**config.mk**
```make
export PLATFORM = sky130hd
export DESIGN_NAME = column_collector
export DESIGN_NICKNAME = d
export VERILOG_FILES = /design/src/rtl/sisd_col_pkg.sv /design/src/rtl/col_index_counter.sv /design/src/rtl/column_collector.sv
export SDC_FILE = /design/constraint.sdc
export NUM_CORES = 1
export LEC_CHECK = 0
export ABC_AREA = 1
export CORE_MARGIN = 2
export CORE_UTILIZATION = 39
export CTS_CLUSTER_SIZE = 14
export DETAILED_ROUTE_END_ITERATION = 7
export MAX_ROUTING_LAYER = met4
export PLACE_DENSITY = 0.7
export SLEW_MARGIN = 40
export SYNTH_ARGS = -nofsm -noshare
export SYNTH_HDL_FRONTEND = slang
export SYNTH_SLANG_ARGS = --single-unit
```
**constraint.sdc**
```tcl
create_clock -name clk -period 2 [get_ports clk]
set_clock_uncertainty 0.15 [all_clocks]
set_input_delay 0.3 -clock clk [delete_from_list [all_inputs] [get_ports clk]]
set_output_delay 0.3 -clock clk [all_outputs]
set_load 0.02 [all_outputs]
```
**src/rtl/sisd_col_pkg.sv**
```systemverilog
// Shared definitions for the column-serial to row-parallel path: default sizes,
// collector state encoding and the assembled row type.
package sisd_col_pkg;

   localparam int DEF_DATA_W   = 8;
   localparam int DEF_NUM_COLS = 4;
   localparam int DEF_COL_W    = $clog2(DEF_NUM_COLS);

   typedef enum logic {
      FILL = 1'b0,
      FULL = 1'b1
   } col_state_t;

   typedef logic [DEF_NUM_COLS*DEF_DATA_W-1:0] row_t;

endpackage

```
**src/rtl/col_index_counter.sv**
```systemverilog
// Wrapping column index with synchronous clear; wrap pulses on the increment
// that leaves the last column.
module col_index_counter #(
   parameter int COL_W = 2
) (
   input  logic             clk,
   input  logic             reset,
   input  logic             en,
   input  logic             clr,
   output logic [COL_W-1:0] count,
   output logic             wrap
);

   logic [COL_W-1:0] count_reg;

   always_ff @(posedge clk) begin
      if (reset || clr) begin
         count_reg <= '0;
      end else if (en) begin
         count_reg <= count_reg + 1'b1;
      end
   end

   assign count = count_reg;
   assign wrap  = en && (count_reg == {COL_W{1'b1}});

endmodule

```
**src/rtl/column_collector.sv**
```systemverilog
// Collects DATA_W elements into a NUM_COLS-wide row and hands it downstream.
// Optional partial-row flush is enabled with the COLLECTOR_FLUSH_EN macro.
module column_collector
   import sisd_col_pkg::*;
#(
   parameter int DATA_W   = DEF_DATA_W,
   parameter int NUM_COLS = DEF_NUM_COLS,
   parameter int COL_W    = $clog2(NUM_COLS)
) (
   input  logic                       clk,
   input  logic                       reset,
   input  logic                       in_valid,
   input  logic [DATA_W-1:0]          in_data,
   output logic                       in_ready,
   output logic [COL_W-1:0]           col_idx,
   output logic                       out_valid,
   output logic [NUM_COLS*DATA_W-1:0] out_row,
`ifdef COLLECTOR_FLUSH_EN
   input  logic                       flush,
`endif
   input  logic                       out_ready
);

   col_state_t        state_reg;
   logic              out_valid_reg;
   logic [DATA_W-1:0] slot_reg [NUM_COLS];
   logic              accept;
   logic              wrap;
   logic              flush_go;

   // In FULL the input only moves when the row drains in the same cycle.
   assign in_ready = (state_reg == FILL) || out_ready;
   assign accept   = in_valid && in_ready;

`ifdef COLLECTOR_FLUSH_EN
   assign flush_go = flush && (state_reg == FILL) && ((col_idx != '0) || accept);
`else
   assign flush_go = 1'b0;
`endif

   col_index_counter #(
      .COL_W (COL_W)
   ) u_col_index_counter (
      .clk   (clk),
      .reset (reset),
      .en    (accept),
      .clr   (flush_go),
      .count (col_idx),
      .wrap  (wrap)
   );

   always_ff @(posedge clk) begin
      if (reset) begin
         state_reg     <= FILL;
         out_valid_reg <= 1'b0;
      end else begin
         case (state_reg)
            FILL: begin
               if (wrap || flush_go) begin
                  state_reg     <= FULL;
                  out_valid_reg <= 1'b1;
               end
            end
            FULL: begin
               if (out_ready) begin
                  state_reg     <= FILL;
                  out_valid_reg <= 1'b0;
               end
            end
            default: begin
               state_reg     <= FILL;
               out_valid_reg <= 1'b0;
            end
         endcase
      end
   end

   // Flush zeroes every slot at or beyond the index not written this cycle.
   always_ff @(posedge clk) begin
      for (int c = 0; c < NUM_COLS; c++) begin
         if (reset) begin
            slot_reg[c] <= '0;
         end else if (accept && (col_idx == COL_W'(c))) begin
            slot_reg[c] <= in_data;
         end else if (flush_go && (COL_W'(c) >= col_idx)) begin
            slot_reg[c] <= '0;
         end
      end
   end

   generate
      for (genvar gi = 0; gi < NUM_COLS; gi++) begin : g_row
         assign out_row[gi*DATA_W +: DATA_W] = slot_reg[gi];
      end
   endgenerate

   assign out_valid = out_valid_reg;

endmodule

```
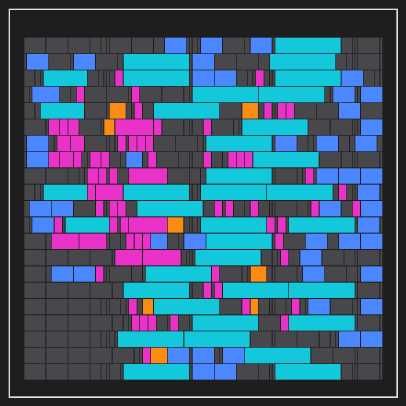
Figure 1: run 1, placed cells, one color a class.
Drawn at 6 px/um. Fill, decap, tap and diode cells in gray.
legend:
  cyan:
    class: flip-flops
    cells: 36
  blue:
    class: other buffers and delay cells
    cells: 49
  orange:
    class: clock drivers and dummy loads
    cells: 8
  magenta:
    class: all other logic
    cells: 74
Std-Cell Rows: 21
flop share of the area: 0.515
final core occ: 0.591
core footprint: 0.00342 sq mm
final instance area: 0.00202 sq mm

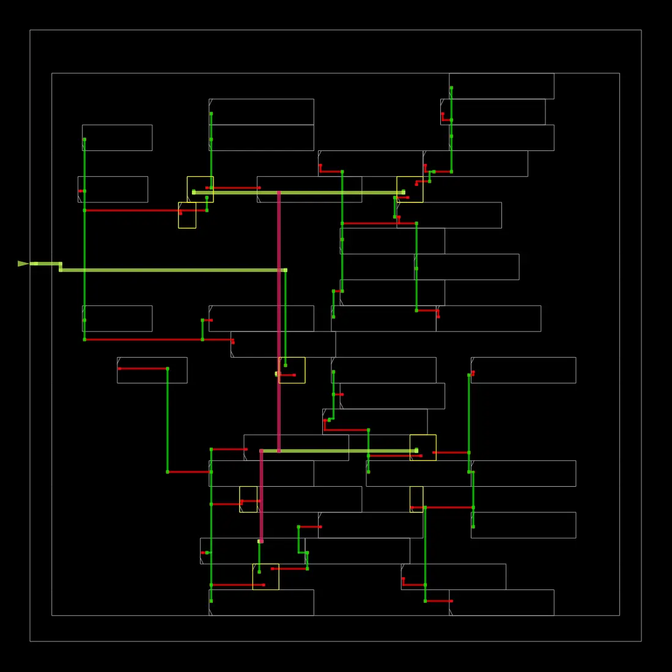
Figure 2: run 1, clock wiring as the flow saved it.
flip-flops: 36
Late-Pin Clk Latency: 0.33 ns
# clk buffers: 5

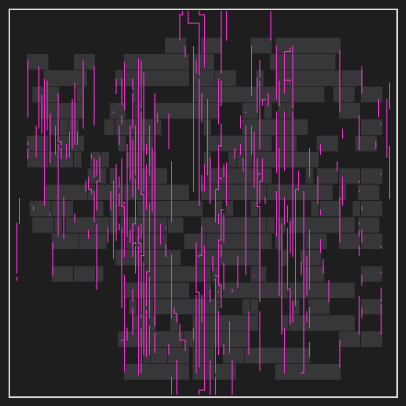
Figure 3: run 1, metal 2.
Drawn at 6 px/um.
share of all routed wire: 52%
wire length on this layer: 1500 um
nets with wire on the layer: 159
longest straight run: 38.8 um
main direction: vertical
GR Util met2: 0.283
routed wire length: 2880 um

-- run 1: logic make-up (layout without fill, tap and decap cells) --
logic type      after synthesis  in the layout  synth area share
compound gates                5              5            0.0176
fa+ha+maj                     4              4            0.0352
buf+inv                      14             71            0.0369
flops                        36             36             0.732
simple gates                 51             51             0.179
-- run 1: where the power goes --
| part | switching, uW | internal (uW) | leakage [uW] |
|---|---|---|---|
| Clock | 226 | 129 | 0.0000324 |
| Combinational | 141 | 111 | 0.000396 |
| Sequential | 17.1 | 866 | 0.000369 |
| Total | 384 | 1110 | 0.000797 |
==> out/metrics.yaml, run 1 <==
status: "complete, no violations"
most-common-layout-cells: "clkdlybuf4s50_1, nor2_1, edfxtp_1"
clock_sinks: 36
final-setup-viol-count: 0
top_layer: "met4"
synthTopCellsByArea: "edfxtp_1, nor2_1, dfxtp_1, nand3_4, ha_1"
cts_root_buffer: "clkbuf_4"
reg2reg_from: "u_col_index_counter.count[0]"
dr_wl_met2_um: 1500
cts_tree: "done"
clk_share: 0.0254
overflow: 0
grt_use_met3: 0.0563
num-nonclk-inverters: 14
fill_cells: 284
cp-start-kind: "register"
yosys_warnings: 0
fmax_mhz: 539
vdd_drop_max_uv: 390
cp_cell_sequence: "clkdlybuf4s50_1"
ys_area_sq_mm: 0.00142
netlist_area_sq_mm: 0.00142
whs_path_depth: 2
yosysTopAreaCellShare: 0.675
cts_buffer_depth: 2
grt_pass1_wl_um: 4860
maxCapViolations: 0
dominant_cells: "sequential cells"
gp_congestion: 0.883
grt_pass1_vias: 1041
top_usage_layer: "met2"
first_iter_violations: 24
cts_max_level: 2
synthTopCellsByCount: "nor2_1, edfxtp_1, inv_1, nand2_1"
power_uw: 1490
top_area_cell: "edfxtp_1"
==> run 1 -> run 2 <==
- clock period: 2 -> 2.2 ns (I/O delays scaled with it)
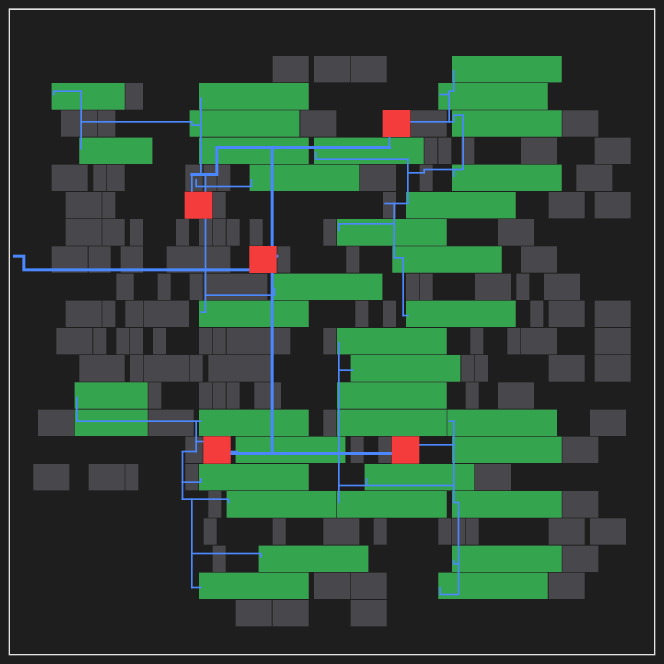
Figure 4: run 2, clock distribution.
Drawn at 10 px/um.
legend:
  green:
    item: flip-flops
    count: 36
  blue:
    item: clock wires
    length: 334 um
  red:
    item: cells driving clock nets
    count: 5
routed clock nets: 6

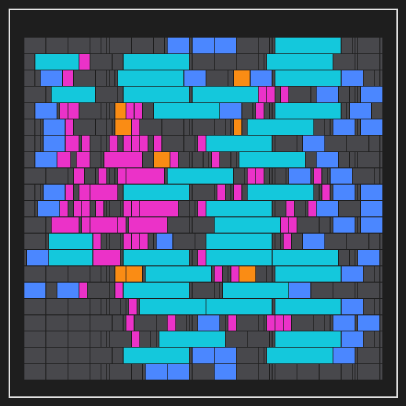
Figure 5: run 2, placed cells, one color a class.
Drawn at 6 px/um. Fill, decap, tap and diode cells in gray.
legend:
  magenta:
    class: all other logic
    cells: 74
  blue:
    class: other buffers and delay cells
    cells: 48
  cyan:
    class: flip-flops
    cells: 36
  orange:
    class: clock drivers and dummy loads
    cells: 8
flop share of the area: 0.518
final instance area: 0.00201 sq mm
final core occ: 0.588

==> run 2 against run 1 <==
  * Via count is 4.9% lower
  * Worst setup slack gained 0.032 ns
  * Largest cell class unchanged
  * Register-to-register slack better by 0.25 ns
  * Synthesized area stayed put
  * Core utilization is 0.29 points lower
  * Highest routed layer unchanged
  * Die size did not move
  * Clock power is 11% lower
  * Critical endpoint is now in_ready
  * Routed wire length shrank 6.9%
  * Critical path type is now primary input to output pin
==> out/metrics.yaml, run 2 <==
top_power_group: "sequential cells"
first_iter_violations: 13
fmax_mhz: 494
power_uw: 1340
dr_wl_met2_um: 1320
cp_cell_sequence: "clkdlybuf4s50_1 > inv_1 > nand2_2 > clkdlybuf4s50_1"
switching_power_uw: 340
gp_congestion: 0.797
cts_max_level: 2
top_layer: "met4"
synthTopCellsByArea: "edfxtp_1, nor2_1, dfxtp_1, nand3_4, ha_1"
clkLatencyLatePin_ns: 0.33
top_usage_layer: "met2"
internal_power_uw: 1000
rows: 21
status: "complete, no violations"
cts_root_buffer: "clkbuf_4"
p_clk_uw: 316
reg2reg_from: "u_col_index_counter.count[0]"
netlist_area_sq_mm: 0.00142
overflow: 0
grt_pass1_wl_um: 4510
power.share.clock: 0.235
yosysTopAreaCellShare: 0.675
cp-start-kind: "primary input"
vdd_drop_max_uv: 364
top_area_cell: "edfxtp_1"
cts_tree: "done"
pwr-share-seq: 0.597
cts_buffer_depth: 2
p_comb_frac: 0.168
final-setup-viol-count: 0
p_sw_frac: 0.253
whs_path_depth: 2
-- run 2: cell types whose count changed in the layout (fill, tap and decap cells not counted) --
cell,delta
buf_4,-1
clkdlybuf4s50_1,+1
dlymetal6s2s_1,-1
-- run 2: final cells by class --
class,count,area [sq um]
Sequential cell,36,1040
Tap cell,46,57.6
Multi-Input combinational cell,60,329
Timing Repair Buffer,48,478
Fill cell,296,1410
Inverter,14,52.6
Clock inverter,3,13.8
Clock buffer,5,37.5
-- run 2: cells by family after synthesis --
| logic type | synth area share |
|---|---|
| AND-OR/OR-AND | 0.0176 |
| buffers and inverters | 0.0369 |
| AND/OR/NAND/NOR | 0.179 |
| flip-flops | 0.732 |
| adder cells (fa/ha/maj) | 0.0352 |
Power figures rest on the tool's default switching activity, not on a simulated workload.
